$ cat config.mk
export PLATFORM = sky130hd
export DESIGN_NAME = elevator_call_dispatcher_flat
export DESIGN_NICKNAME = d
export VERILOG_FILES = /design/src/rtl/elevator_call_dispatcher_if.sv /design/src/rtl/elevator_call_dispatcher.sv /design/src/flat_wrapper.sv
export SDC_FILE = /design/constraint.sdc
export NUM_CORES = 1
export LEC_CHECK = 0
export CORE_MARGIN = 1.5
export CORE_UTILIZATION = 56
export DETAILED_ROUTE_END_ITERATION = 6
export PLACE_DENSITY = 0.84
export SYNTH_ARGS = -nofsm -noshare
export SYNTH_HDL_FRONTEND = slang
export SYNTH_SLANG_ARGS = --single-unit
$ cat constraint.sdc
create_clock -name clk -period 7.94 [get_ports clk]
set_input_delay 1.985 -clock clk [delete_from_list [all_inputs] [get_ports clk]]
set_output_delay 1.985 -clock clk [all_outputs]
set_load 0.1 [all_outputs]
$ cat src/rtl/elevator_call_dispatcher_if.sv
// Bundle between the call dispatcher and the elevator controller.
// Request/status handshake: a request output (close_req, open_req, up_req,
// down_req, stop) stays high for as long as the dispatcher waits in the state
// that issues it. The request is confirmed only by the matching controller
// status level: open==0 for close_req, moving==0 for stop, open==1 for
// open_req. Travel requests are confirmed per floor by floor_tick. No request
// is withdrawn before its confirmation, except when error forces FAULT.
interface elevator_call_dispatcher_if #(
   parameter int FLOORS = 8,
   parameter int FW     = 3
);
   logic [FLOORS-1:0] call_btn;
   logic              floor_tick;
   logic              open;
   logic              moving;
   logic              error;
   logic              close_req;
   logic              open_req;
   logic              up_req;
   logic              down_req;
   logic              stop;
   logic [FW-1:0]     cur_floor;
   logic [FLOORS-1:0] pending;

   // Controller / environment side
   modport master (
      output call_btn, floor_tick, open, moving, error,
      input  close_req, open_req, up_req, down_req, stop, cur_floor, pending
   );

   // Dispatcher side
   modport slave (
      input  call_btn, floor_tick, open, moving, error,
      output close_req, open_req, up_req, down_req, stop, cur_floor, pending
   );
endinterface

$ cat src/rtl/elevator_call_dispatcher.sv
// SCAN call dispatcher: latches floor calls, tracks the car floor from
// floor_tick pulses and sequences close/move/stop/open requests to the
// elevator controller. o_dbg_state exposes the FSM state.
module elevator_call_dispatcher #(
   parameter int FLOORS    = 8,
   parameter int FW        = 3,
   parameter int DOOR_HOLD = 4
) (
   input  logic                        clk,
   input  logic                        rst,
   elevator_call_dispatcher_if.slave   bus,
   output logic [2:0]                  o_dbg_state
);

   typedef enum logic [2:0] {
      S_IDLE  = 3'd0,
      S_CLOSE = 3'd1,
      S_MOVE  = 3'd2,
      S_STOP  = 3'd3,
      S_OPEN  = 3'd4,
      S_HOLD  = 3'd5,
      S_FAULT = 3'd6
   } state_t;

   localparam int HW = (DOOR_HOLD > 1) ? $clog2(DOOR_HOLD) : 1;
   localparam logic [HW-1:0] HOLD_LOAD = HW'(DOOR_HOLD - 1);
   localparam logic [FW-1:0] TOP_FLOOR = FW'(FLOORS - 1);

   state_t            r_state;
   logic              r_dir;        // 1 = up
   logic [FW-1:0]     r_cur_floor;
   logic [FLOORS-1:0] r_pending;
   logic [HW-1:0]     r_hold_cnt;
   logic              r_close_req;
   logic              r_open_req;
   logic              r_up_req;
   logic              r_down_req;
   logic              r_stop;

   state_t            w_state_next;
   logic              w_dir_next;
   logic [FW-1:0]     w_cur_floor_next;
   logic [HW-1:0]     w_hold_cnt_next;
   logic [FLOORS-1:0] w_clr;
   logic [FLOORS-1:0] w_pending_next;
   logic              w_above;
   logic              w_below;
   logic [FW-1:0]     w_step_floor;
   logic              w_at_end;

   // Calls at the car floor are absorbed while the doors are open.
   always_comb begin
      w_clr = '0;
      if (r_state == S_OPEN || r_state == S_HOLD)
         w_clr = {{(FLOORS-1){1'b0}}, 1'b1} << r_cur_floor;
      w_pending_next = (r_pending | bus.call_btn) & ~w_clr;
   end

   // Pending calls above / below the car, and the floor reached by the next tick.
   always_comb begin
      w_above = 1'b0;
      w_below = 1'b0;
      for (int i = 0; i < FLOORS; i++) begin
         if (r_pending[i] && (FW'(i) > r_cur_floor)) w_above = 1'b1;
         if (r_pending[i] && (FW'(i) < r_cur_floor)) w_below = 1'b1;
      end
      if (r_dir)
         w_step_floor = (r_cur_floor == TOP_FLOOR) ? r_cur_floor : r_cur_floor + FW'(1);
      else
         w_step_floor = (r_cur_floor == '0) ? r_cur_floor : r_cur_floor - FW'(1);
      w_at_end = r_dir ? (w_step_floor == TOP_FLOOR) : (w_step_floor == '0);
   end

   // Next-state logic; error overrides every transition and freezes car state.
   always_comb begin
      w_state_next     = r_state;
      w_dir_next       = r_dir;
      w_cur_floor_next = r_cur_floor;
      w_hold_cnt_next  = r_hold_cnt;
      case (r_state)
         S_IDLE: begin
            if (r_pending[r_cur_floor]) begin
               w_state_next = S_OPEN;
            end else if (r_dir ? w_above : w_below) begin
               w_state_next = S_CLOSE;
            end else if (r_dir ? w_below : w_above) begin
               w_dir_next   = ~r_dir;
               w_state_next = S_CLOSE;
            end
         end
         S_CLOSE: if (!bus.open) w_state_next = S_MOVE;
         S_MOVE: begin
            if (bus.floor_tick) begin
               w_cur_floor_next = w_step_floor;
               if (w_pending_next[w_step_floor] || w_at_end) w_state_next = S_STOP;
            end
         end
         S_STOP: if (!bus.moving) w_state_next = S_OPEN;
         S_OPEN: begin
            if (bus.open) begin
               w_state_next    = S_HOLD;
               w_hold_cnt_next = HOLD_LOAD;
            end
         end
         S_HOLD: begin
            if (r_hold_cnt == '0)
               w_state_next = S_IDLE;
            else if (bus.call_btn[r_cur_floor])
               w_hold_cnt_next = HOLD_LOAD;
            else
               w_hold_cnt_next = r_hold_cnt - HW'(1);
         end
         S_FAULT: w_state_next = S_FAULT;
         default: w_state_next = S_IDLE;
      endcase
      if (bus.error) begin
         w_state_next     = S_FAULT;
         w_dir_next       = r_dir;
         w_cur_floor_next = r_cur_floor;
         w_hold_cnt_next  = r_hold_cnt;
      end
   end

   // State, car tracking and registered Moore request outputs.
   always_ff @(posedge clk or negedge rst) begin
      if (!rst) begin
         r_state     <= S_IDLE;
         r_dir       <= 1'b1;
         r_cur_floor <= '0;
         r_pending   <= '0;
         r_hold_cnt  <= '0;
         r_close_req <= 1'b0;
         r_open_req  <= 1'b0;
         r_up_req    <= 1'b0;
         r_down_req  <= 1'b0;
         r_stop      <= 1'b0;
      end else begin
         r_state     <= w_state_next;
         r_dir       <= w_dir_next;
         r_cur_floor <= w_cur_floor_next;
         r_pending   <= w_pending_next;
         r_hold_cnt  <= w_hold_cnt_next;
         r_close_req <= (w_state_next == S_CLOSE);
         r_open_req  <= (w_state_next == S_OPEN);
         r_up_req    <= (w_state_next == S_MOVE) &&  w_dir_next;
         r_down_req  <= (w_state_next == S_MOVE) && !w_dir_next;
         r_stop      <= (w_state_next == S_STOP) || (w_state_next == S_FAULT);
      end
   end

   assign bus.close_req = r_close_req;
   assign bus.open_req  = r_open_req;
   assign bus.up_req    = r_up_req;
   assign bus.down_req  = r_down_req;
   assign bus.stop      = r_stop;
   assign bus.cur_floor = r_cur_floor;
   assign bus.pending   = r_pending;
   assign o_dbg_state   = r_state;

endmodule
$ cat src/flat_wrapper.sv
// flat-port wrapper written by rule: the top's interface ports become plain ports
module elevator_call_dispatcher_flat 
#(
   parameter int FLOORS    = 8,
   parameter int FW        = 3,
   parameter int DOOR_HOLD = 4
)
  (clk, rst, o_dbg_state, bus_call_btn, bus_floor_tick, bus_open, bus_moving, bus_error, bus_close_req, bus_open_req, bus_up_req, bus_down_req, bus_stop, bus_cur_floor, bus_pending);
  elevator_call_dispatcher_if #(.FLOORS(FLOORS), .FW(FW)) bus_i ();
  input  logic clk;
  input  logic rst;
  output logic [2:0] o_dbg_state;
  input wire logic [$bits(bus_i.call_btn)-1:0] bus_call_btn;
  input wire logic [$bits(bus_i.floor_tick)-1:0] bus_floor_tick;
  input wire logic [$bits(bus_i.open)-1:0] bus_open;
  input wire logic [$bits(bus_i.moving)-1:0] bus_moving;
  input wire logic [$bits(bus_i.error)-1:0] bus_error;
  output wire logic [$bits(bus_i.close_req)-1:0] bus_close_req;
  output wire logic [$bits(bus_i.open_req)-1:0] bus_open_req;
  output wire logic [$bits(bus_i.up_req)-1:0] bus_up_req;
  output wire logic [$bits(bus_i.down_req)-1:0] bus_down_req;
  output wire logic [$bits(bus_i.stop)-1:0] bus_stop;
  output wire logic [$bits(bus_i.cur_floor)-1:0] bus_cur_floor;
  output wire logic [$bits(bus_i.pending)-1:0] bus_pending;
  assign bus_i.call_btn = bus_call_btn;
  assign bus_i.floor_tick = bus_floor_tick;
  assign bus_i.open = bus_open;
  assign bus_i.moving = bus_moving;
  assign bus_i.error = bus_error;
  assign bus_close_req = bus_i.close_req;
  assign bus_open_req = bus_i.open_req;
  assign bus_up_req = bus_i.up_req;
  assign bus_down_req = bus_i.down_req;
  assign bus_stop = bus_i.stop;
  assign bus_cur_floor = bus_i.cur_floor;
  assign bus_pending = bus_i.pending;
  elevator_call_dispatcher #(.FLOORS(FLOORS), .FW(FW), .DOOR_HOLD(DOOR_HOLD)) u_core (.clk(clk), .rst(rst), .bus(bus_i), .o_dbg_state(o_dbg_state));
endmodule
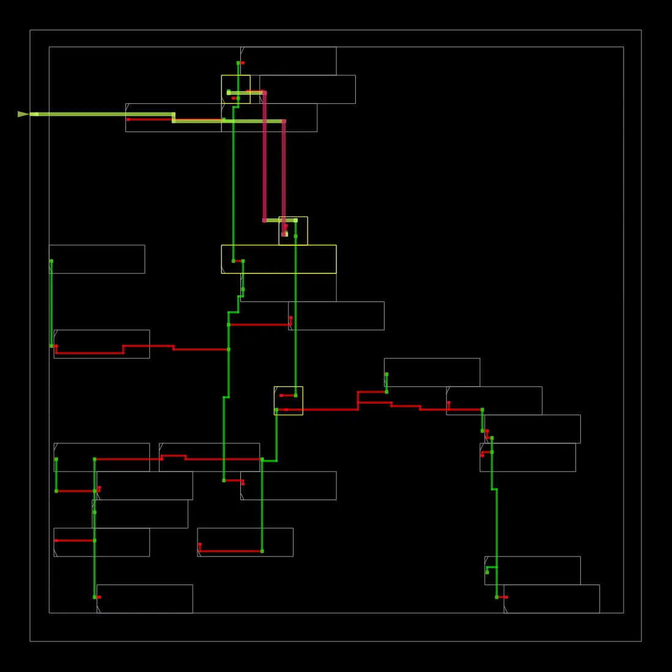
(run_1/clock_nets.png)
clk sink count: 22
flop count: 22
clock latency on the worst-skew pair: 320 ps

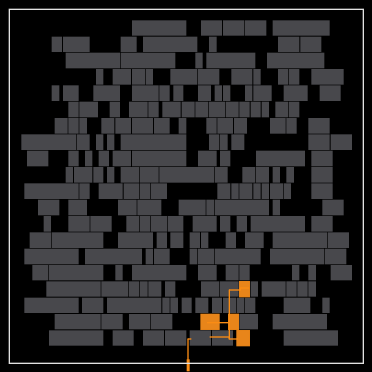
(run_1/port_trees.png)
Scale: 6 px per µm.
- bus_open: orange (bits 1; direction input; edge bottom; end cells 4; buffers 1; wire 24.7 µm)

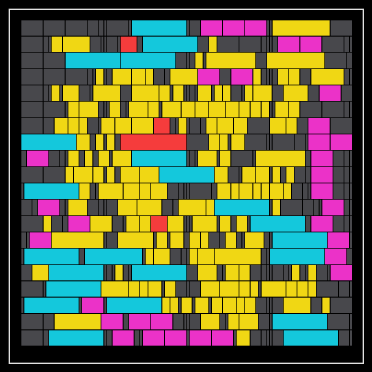
(run_1/class_map.png)
Scale: 6 px per µm. Fill, decap, tap and diode cells in grey.
- remaining logic cells: yellow (cells 153; share of their area 54%)
- clock drivers and dummy loads: red (cells 4; share of their area 2.6%)
- remaining buffers and delay cells: magenta (cells 32; share of their area 16%)
- sequential cells: cyan (cells 22; share of their area 27%)

==> results.txt, run 1 <==
run results: Top class by area logic gates, final hold violation count 0, fin util between 60 and 70%, Max-slew headroom 31.71%, grt met3 use under 10%, #MultiIn Comb 140, Die Span Y about 59 µm, placed cells between 200 and 250, fp util 57.96%, flop share of the area 26.91%, Seq group 0.000120 W, FF-to-FF Start u_core.bus.cur_floor[0]$_DFFE_PN0P_, FMAX approximately 230 MHz, CP peak stage delay 1260 ps, clock-net power between 0.00008 and 0.00009 W, DRT antenna net count 0, TNS Setup 0 ps, Hold/Removal Path Class reg -> reg, hold wc startpoint u_core.r_hold_cnt[0]$_DFFE_PN0P_, Final Non-Filler Cells ~240, Crit Path Max Fanout 22, status finished, final reports clean, Seq. cell area between 500 and 600 µm², Synth Seq Share a little under a third, number of hold buffers added after cts 0, largest net degree at the start of global routing 23, number of enable flip-flop cells 0, vias per std cell 6.545, Post-Syn Instances around 190, Place WS just under 4000 ps, clock share of power 32.8%, final worst path period share a little over half, most frequent cells in the layout clkdlybuf4s50_1 (32), dfrtp_1 (21), a21oi_1 (18), final hold slack approximately 480 ps, top power group sequential cells, Inverters excl. clock 13, Core Area 3003 µm², combinational share of cell area 50.52%, Levels on crit path 1, Net Sw Power around 0.000077 W, CTS resizes 0, Complex Gates by Area 23.94%, WS Path Type reg -> out, FF-to-FF End u_core.bus.close_req$_DFF_PN0_, OpenROAD warnings 30, Top FF cell, synth dfrtp_1, critical path's slowest cell clkdlybuf4s50_1, cell count in the Yosys report 187, Commonest Layout Cell clkdlybuf4s50_1, clock tree buffer depth 2, post-route cell area 2051 µm², vias in the first global route about 1500, Synth top cells by count dfrtp_1 (21), a21oi_1 (18), nor2_1 (17), Top logic family AND-OR/OR-AND gates, power density over the cells about 130 nW/µm², Slew Limit Fails 0, MI comb area just over 1000 µm², area share of buffers outside the clock network between 10% and 20%, crit path cell chain clkdlybuf4s50_1
==> run 1 -> run 2 <==
- CORE_UTILIZATION: 56 -> 52
- PLACE_DENSITY: 0.84 -> 0.79
- clock period: 7.94 -> 4.15 ns (I/O delays scaled with it)
==> results.txt, run 2 <==
run results: status finished, final reports clean, Filler cells roughly 250, largest net degree at the start of global routing 23 (unchanged), Top logic family AND-OR/OR-AND gates, FMAX roughly 310 MHz, Die Span Y 60.85 µm (+3.6%), Post-Syn Instances 187 (unchanged), post-route cell area 2057 µm² (+0.30%), Place WS 1019 ps (-2947 ps), Seq. cell area 551.8 µm² (unchanged), max-cap violations 0, combinational share of cell area 50.36% (-0.15 points), FF-to-FF Start u_core.bus.cur_floor[0]$_DFFE_PN0P_, Top FF cell, synth dfrtp_1, Levels on crit path 1 (unchanged), Core Area 3128 µm² (+4.2%), most frequent cells in the layout clkdlybuf4s50_1 (29), dfrtp_1 (21), a21oi_1 (18), family with the most delay on the worst path buffers and inverters, Slew Limit Fails 0 (unchanged), flip-flop count of the largest register after layout 8, clock tree buffer depth 2 (unchanged), grt met3 use 2.559% (-0.52 points), VDD IR max approximately 0.00015 V, final worst path period share between 70% and 80%, power density over the cells 249.9 nW/µm² (+92%), FF-to-FF path depth 9, Top class by area logic gates, vias in the first global route 1453 (-4.2%), Inverters excl. clock 13 (unchanged), Hold/Removal Path Class reg -> reg, xor/xnor share under 10%, TNS Setup 0 ps (unchanged), flop count 22 (unchanged), Synth area leader dfrtp_1, Complex Gates by Area 23.94% (unchanged), Synth top cells by count dfrtp_1 (21), a21oi_1 (18), nor2_1 (17), OpenROAD warnings 30 (unchanged), fp util 55.64% (-2.3 points), placed cells 251 (+4.6%), vias per std cell 6.420 (-1.9%), top power group sequential cells, Commonest Layout Cell clkdlybuf4s50_1, fin crit period 3210 ps, #MultiIn Comb 140 (unchanged), worst slew pin tran approximately 1000 ps, MI comb area 1036 µm² (unchanged), Post-CTS Repair Setup Buffers 0, final hold slack 483.4 ps (+5.737 ps), crit path cell chain clkdlybuf4s50_1, post-DR wirelength/cell approximately 17 µm, Synth Cell Area approximately 1700 µm², clock latency on the worst-skew pair 320 ps (about the same), top cell type's share of synthesized area a little under a third, grt peak-use layer met2, clock-net power 0.000172 W (+96%), area share of buffers outside the clock network 15.21% (-0.41 points), fin util 65.76% (-2.5 points), Max-slew headroom 32.82% (+1.1 points), flop share of the area 26.82% (-0.082 points), grt total ovfl 0, Final Non-Filler Cells 255 (+4.5%), PortBufs 32, final hold violation count 0 (unchanged), CTS resizes 0 (unchanged), DRT antenna net count 0 (unchanged), chip area ~3700 µm², RSZ-0062 raised after global routing false, Crit Path Max Fanout 14 (-36%), cell count in the Yosys report 187 (unchanged), Comb. pwr approximately 0.00011 W, Seq group 0.000230 W (+92%), clk sink count 22 (unchanged), Finish-stage setup viols 0, mux cell area share after synthesis 7.045%, number of hold buffers added after cts 0 (unchanged), WS Path Type reg -> out, Synth Seq Share 31.70% (unchanged), clock share of power 33.4% (+0.6 points), CP peak stage delay 1220 ps (-40 ps), hold wc startpoint u_core.r_hold_cnt[0]$_DFFE_PN0P_, Total Power ~0.0005 W, CTS tree done, critical path's slowest cell clkdlybuf4s50_1, number of enable flip-flop cells 0 (unchanged), FF-to-FF End u_core.bus.close_req$_DFF_PN0_, Net Sw Power 0.0001503 W (+96%)
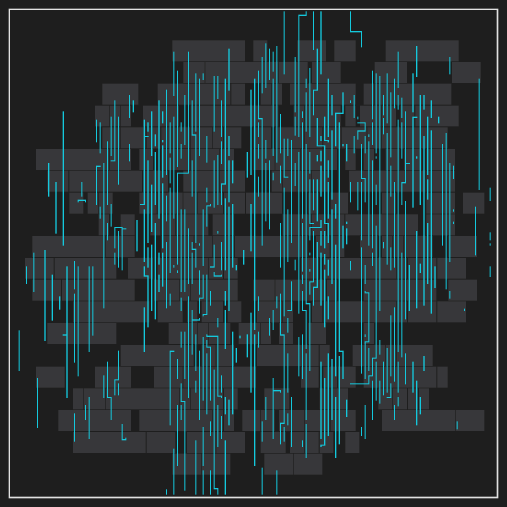
(run_2/m2.png)
Scale: 8 px per µm.
- share of all routed wire: 49%
- main direction: vertical
- longest straight run: 31.3 µm

No activity file was given, so power comes from the tool's default toggle rates.
